[src/rtl/guard_fm_read_expand.sv]
`default_nettype none
// guard_fm_read_expand: guard-masked FM byte reader that re-expands each group into a dense 6x8 vector.
// Optional 4-bit packed (no guard) mode is compiled in with FM_EXPAND_BITMODE_EN.
module guard_fm_read_expand #(
  parameter int GUARD_ADDR_W = 10,
  parameter int FM_ADDR_W    = 12,
  parameter int PACE_W       = 16
) (
  input  logic                    clk,
  input  logic                    rst,
  input  logic                    ctrl_valid,
  output logic                    ctrl_ready,
  output logic                    ctrl_finish,
  input  logic [PACE_W-1:0]       pace_i,
  input  logic                    bit_mode_i,
  input  logic [GUARD_ADDR_W-1:0] guard_base_i,
  input  logic [FM_ADDR_W-1:0]    fm_base_i,
  output logic                    guard_rd_en,
  output logic [GUARD_ADDR_W-1:0] guard_addr_o,
  input  logic [5:0]              guard_i,
  output logic                    fm_rd_en,
  output logic [FM_ADDR_W-1:0]    fm_addr_o,
  input  logic [7:0]              fm_i,
  output logic [47:0]             data_o,
  output logic                    data_o_valid,
  input  logic                    data_o_ready
);

  typedef enum logic [2:0] {
    IDLE    = 3'd0,
    G_RD    = 3'd1,
    G_DEC   = 3'd2,
    FM_RD   = 3'd3,
    B_RD    = 3'd4,
    FM_WAIT = 3'd5,
    EMIT    = 3'd6,
    FIN     = 3'd7
  } state_t;

  state_t                  state, next_state;
  logic [PACE_W-1:0]       pace;
  logic                    bit_mode;
  logic [GUARD_ADDR_W-1:0] guard_addr;
  logic [FM_ADDR_W-1:0]    fm_addr;
  logic [5:0]              pending;
  logic [5:0]              pending_clr;
  logic [2:0]              hi_lane;
  logic [1:0]              byte_cnt;
  logic                    tag_vld;
  logic [2:0]              tag_lane;
  logic [47:0]             data;
  logic                    mode_bm;

`ifdef FM_EXPAND_BITMODE_EN
  logic                    tag_bm;
  assign mode_bm = bit_mode_i;
`else
  logic                    unused_bit_mode;
  assign unused_bit_mode = bit_mode_i;
  assign mode_bm         = 1'b0;
`endif

  // Highest pending lane is fetched first; its bit is dropped once read.
  always_comb begin
    hi_lane = 3'd0;
    for (int i = 0; i < 6; i++) begin
      if (pending[i]) hi_lane = 3'(i);
    end
    pending_clr = pending & ~(6'b000001 << hi_lane);
  end

  always_ff @(posedge clk) begin
    if (rst) state <= IDLE;
    else     state <= next_state;
  end

  always_comb begin
    next_state = state;
    case (state)
      IDLE: begin
        if (ctrl_valid) begin
          if (pace_i == '0) next_state = FIN;
          else              next_state = mode_bm ? B_RD : G_RD;
        end
      end
      G_RD:    next_state = G_DEC;
      G_DEC:   next_state = (guard_i == 6'b000000) ? EMIT : FM_RD;
      FM_RD:   if (pending_clr == 6'b000000) next_state = FM_WAIT;
      B_RD:    if (byte_cnt == 2'd2) next_state = FM_WAIT;
      FM_WAIT: next_state = EMIT;
      EMIT: begin
        if (data_o_ready) begin
          if (pace == PACE_W'(1)) next_state = FIN;
          else                    next_state = bit_mode ? B_RD : G_RD;
        end
      end
      FIN:     next_state = IDLE;
      default: next_state = IDLE;
    endcase
  end

  assign ctrl_ready   = (state == IDLE);
  assign ctrl_finish  = (state == FIN);
  assign guard_rd_en  = (state == G_RD);
  assign fm_rd_en     = (state == FM_RD) || (state == B_RD);
  assign data_o_valid = (state == EMIT);
  assign data_o       = data;
  assign guard_addr_o = guard_addr;
  assign fm_addr_o    = fm_addr;

  always_ff @(posedge clk) begin
    if (rst) begin
      pace       <= '0;
      bit_mode   <= 1'b0;
      guard_addr <= '0;
      fm_addr    <= '0;
      pending    <= '0;
      byte_cnt   <= '0;
      tag_vld    <= 1'b0;
      tag_lane   <= '0;
      data       <= '0;
`ifdef FM_EXPAND_BITMODE_EN
      tag_bm     <= 1'b0;
`endif
    end else begin
      tag_vld <= 1'b0;
      case (state)
        IDLE: begin
          if (ctrl_valid) begin
            pace       <= pace_i;
            bit_mode   <= mode_bm;
            guard_addr <= guard_base_i;
            fm_addr    <= fm_base_i;
            byte_cnt   <= '0;
          end
        end
        G_RD: begin
          guard_addr <= guard_addr + 1'b1;
          data       <= '0;
        end
        G_DEC: pending <= guard_i;
        FM_RD: begin
          fm_addr  <= fm_addr + 1'b1;
          pending  <= pending_clr;
          tag_vld  <= 1'b1;
          tag_lane <= hi_lane;
`ifdef FM_EXPAND_BITMODE_EN
          tag_bm   <= 1'b0;
`endif
        end
        B_RD: begin
          fm_addr  <= fm_addr + 1'b1;
          byte_cnt <= (byte_cnt == 2'd2) ? 2'd0 : byte_cnt + 2'd1;
          tag_vld  <= 1'b1;
          tag_lane <= {1'b0, byte_cnt};
`ifdef FM_EXPAND_BITMODE_EN
          tag_bm   <= 1'b1;
`endif
        end
        EMIT: if (data_o_ready) pace <= pace - 1'b1;
        default: ;
      endcase

      // Read data lands one cycle after its strobe, steered by the delayed lane tag.
      if (tag_vld) begin
`ifdef FM_EXPAND_BITMODE_EN
        if (tag_bm) begin
          case (tag_lane[1:0])
            2'd0:    data[47:32] <= {4'h0, fm_i[7:4], 4'h0, fm_i[3:0]};
            2'd1:    data[31:16] <= {4'h0, fm_i[7:4], 4'h0, fm_i[3:0]};
            default: data[15:0]  <= {4'h0, fm_i[7:4], 4'h0, fm_i[3:0]};
          endcase
        end else begin
          data[{tag_lane, 3'b000} +: 8] <= fm_i;
        end
`else
        data[{tag_lane, 3'b000} +: 8] <= fm_i;
`endif
      end
    end
  end

endmodule
`default_nettype wire

[config.mk]
export PLATFORM = sky130hd
export DESIGN_NAME = guard_fm_read_expand
export DESIGN_NICKNAME = d
export VERILOG_FILES = /design/src/rtl/guard_fm_read_expand.sv
export SDC_FILE = /design/constraint.sdc
export NUM_CORES = 1
export LEC_CHECK = 0
export ABC_AREA = 0
export CAP_MARGIN = 20
export CORE_MARGIN = 10
export CORE_UTILIZATION = 53
export DETAILED_ROUTE_END_ITERATION = 10
export GPL_ROUTABILITY_DRIVEN = 0
export HOLD_SLACK_MARGIN = 0.05
export PLACE_DENSITY = 0.86
export SETUP_SLACK_MARGIN = 0.05
export SLEW_MARGIN = 20
export SYNTH_ARGS = -nofsm -noshare
export SYNTH_HDL_FRONTEND = slang
export SYNTH_SLANG_ARGS = --single-unit
[constraint.sdc]
create_clock -name clk -period 5.4 [get_ports clk]
set_input_delay 1.62 -clock clk [delete_from_list [all_inputs] [get_ports clk]]
set_output_delay 1.62 -clock clk [all_outputs]
set_load 0.02 [all_outputs]
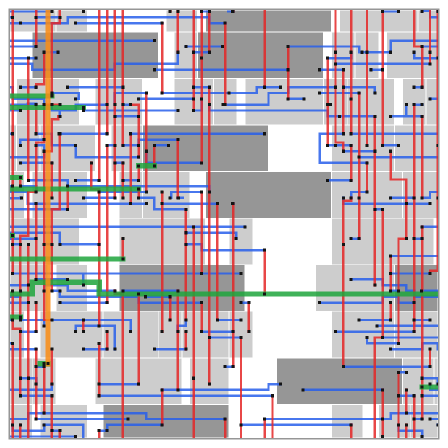
Fig. 1. Layout detail (run 1).
Window x 47 to 72, y 47 to 72 microns. Cells in gray, sequential cells in the stronger gray; small squares are vias.
Key: M2 = red; M4 = orange; M1 = blue; M3 = green
Sequential cells in the window: 7. Most frequent: nor2_1 (7), dfxtp_1 (7). Netlist names of flops here include byte_cnt (2), tag_lane (2). 52 logic cells have their middle in the window.

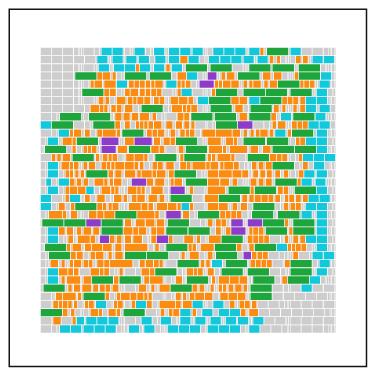
Fig. 2. Cells colored by class (run 1).
Drawn at 3 px/micron. Fill, decap, tap and diode cells in gray.
Key: clock drivers and dummy loads = purple [cells 16, share of their area 3.2%]; sequential cells = green [cells 101, share of their area 31%]; remaining buffers and delay cells = cyan [cells 133, share of their area 20%]; remaining logic cells = orange [cells 495, share of their area 45%]

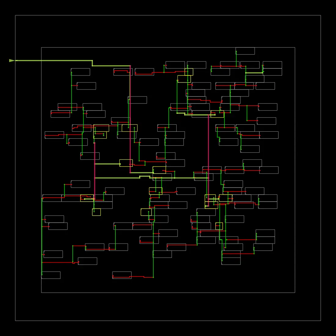
Fig. 3. Clock nets (run 1).
reported clock group power: 481 uW
clk latency late pin: 0.38 ns
number of clock sinks: 101
TritonCTS buffer count: 9

==> deck_impl_summary.md, run 1 <==
Key Metrics from the Run

STA
  • Worst Tran Pin Value: 0.976 ns
  • Layout Skew: 0.0119 ns
  • Final setup viols: 0
  • Highest Clock Rate: 0.210 GHz

Yosys
  • XOR/XNOR Area Share: 0.00170
  • Post-Syn Nets: 704
  • Gate Count Post-Synth: 638
  • # Cells Yosys: 638

Cells and area
  • Most frequent logic cell in the layout: clkdlybuf4s50_1
  • Max reg flops: 48
  • Non-Filler Cell Area, Final: 6630 sq um
  • Mi-comb count: 482
  • Final Util: 0.707
  • Share of cells above drive strength 1: 0.0658
  • FF+latch area: 2020 sq um
  • Comb gate area: 2870 sq um
  • Logic share of the area: 0.433

Worst setup path
  • Critical path, cell by cell: nor2_1 -> a21oi_2 -> inv_1 -> clkdlybuf4s50_1
  • Setup crit end: fm_rd_en
  • CP Launch Point: state[0]
  • Worst R2R Start: state[0]

Clocking
  • CTS H-Tree Depth: 3
  • Root Driver: clkbuf_8

Pwr
  • Sequential power: 844 uW
  • Max VDD drop: 0.272 mV

Place
  • Post-Place Setup Slack: 1.13 ns
  • Cell Area, Placed: 6420 sq um

Global routing
  • Most Crowded Layer GR: met2
  • GRT overflow: 0
  • Met3 Use GR: 0.0386

Routing
  • Drt total wl: 15,500 microns
  • Wire length per cell: 17.7 microns
  • Metal3 WL: 1000 microns
  • Vias/cell: 6.15

Outcome
  • Outcome: finished clean
Fig. 4: run 1, placement density heat map
Drawn at 2 px/micron. 12 x 12 tiles, from black (low) to pale yellow (high), 0 to 100% covered.
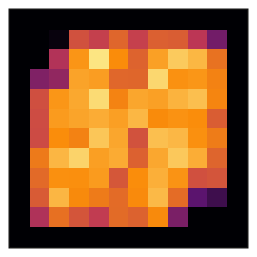

--- run 2 (diff from run 1) ---
--- a/config.mk
+++ b/config.mk
@@ -8,11 +8,12 @@
 export ABC_AREA = 0
 export CAP_MARGIN = 20
 export CORE_MARGIN = 10
-export CORE_UTILIZATION = 53
+export CORE_UTILIZATION = 55
+export CTS_BUF_LIST = sky130_fd_sc_hd__clkbuf_4 sky130_fd_sc_hd__clkbuf_8
 export DETAILED_ROUTE_END_ITERATION = 10
 export GPL_ROUTABILITY_DRIVEN = 0
 export HOLD_SLACK_MARGIN = 0.05
-export PLACE_DENSITY = 0.86
+export PLACE_DENSITY = 0.88
 export SETUP_SLACK_MARGIN = 0.05
 export SLEW_MARGIN = 20
 export SYNTH_ARGS = -nofsm -noshare
==> constraint.sdc (replaced) <==
create_clock -name clk -period 5.4 [get_ports clk]
set_input_delay 1.08 -clock clk [delete_from_list [all_inputs] [get_ports clk]]
set_output_delay 1.08 -clock clk [all_outputs]
set_load 0.02 [all_outputs]
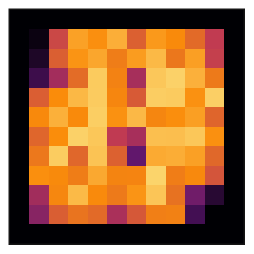
Fig. 5. Placement density heat map (run 2).
Drawn at 2 px/micron. 12 x 12 tiles, from black (low) to pale yellow (high), 0 to 100% covered.
30% of the tiles are over 75% full. The densest ninth of the die: center. The fullest tile reaches 91%. 31% of the tiles are nearly empty.
FP Core Util: 0.560
Std-Cell Core Area: 9200 sq um
Final Util: 0.717

==> run 2 against run 1 <==
Net effect: critical path depth is the same; die area shrank 3.0%; clock-buffer cell count grew 1; highest routed layer unchanged; sequential power is essentially flat; combinational power is essentially flat; setup slack gained 0.55 ns.
==> deck_impl_summary.md, run 2 <==
Key Metrics from the Run

Clocking
  • TritonCTS buffer count: 9 (unchanged)
  • CTS H-Tree Depth: 3 (unchanged)
  • Clk latency late pin: 0.38 ns (about the same)
  • Root Driver: clkbuf_8

Cells and area
  • Mi-comb count: 482 (unchanged)
  • Logic share of the area: 0.436 (+0.00247)
  • Most frequent logic cell in the layout: clkdlybuf4s50_1
  • Max reg flops: 48 (unchanged)
  • FF+latch area: 2020 sq um (unchanged)
  • Comb gate area: 2870 sq um (unchanged)

Worst setup path
  • CP Launch Point: state[0]
  • Setup crit end: fm_rd_en
  • Worst R2R Start: state[0]

Yosys
  • Gate Count Post-Synth: 638 (unchanged)
  • # Cells Yosys: 638 (unchanged)
  • XOR/XNOR Area Share: 0.00170 (unchanged)
  • Post-Syn Nets: 704 (unchanged)

STA
  • Worst Tran Pin Value: 1.04 ns (+0.0607 ns)
  • Layout Skew: 0.0127 ns (+0.000763 ns)
  • Final setup viols: 0 (unchanged)

Place
  • Cell Area, Placed: 6400 sq um (-0.35%)
  • Post-Place Setup Slack: 1.66 ns (+0.532 ns)

Pwr
  • Reported clock group power: 473 uW (-2%)
  • Max VDD drop: 0.167 mV (-39%)
  • Sequential power: 843 uW (about the same)

Outcome
  • Outcome: finished clean

Routing
  • Vias/cell: 6.29 (+2.2%)
  • Wire length per cell: 18.3 microns (+3.3%)

Global routing
  • GRT overflow: 0 (unchanged)
No activity file was given, so power comes from the tool's default toggle rates.
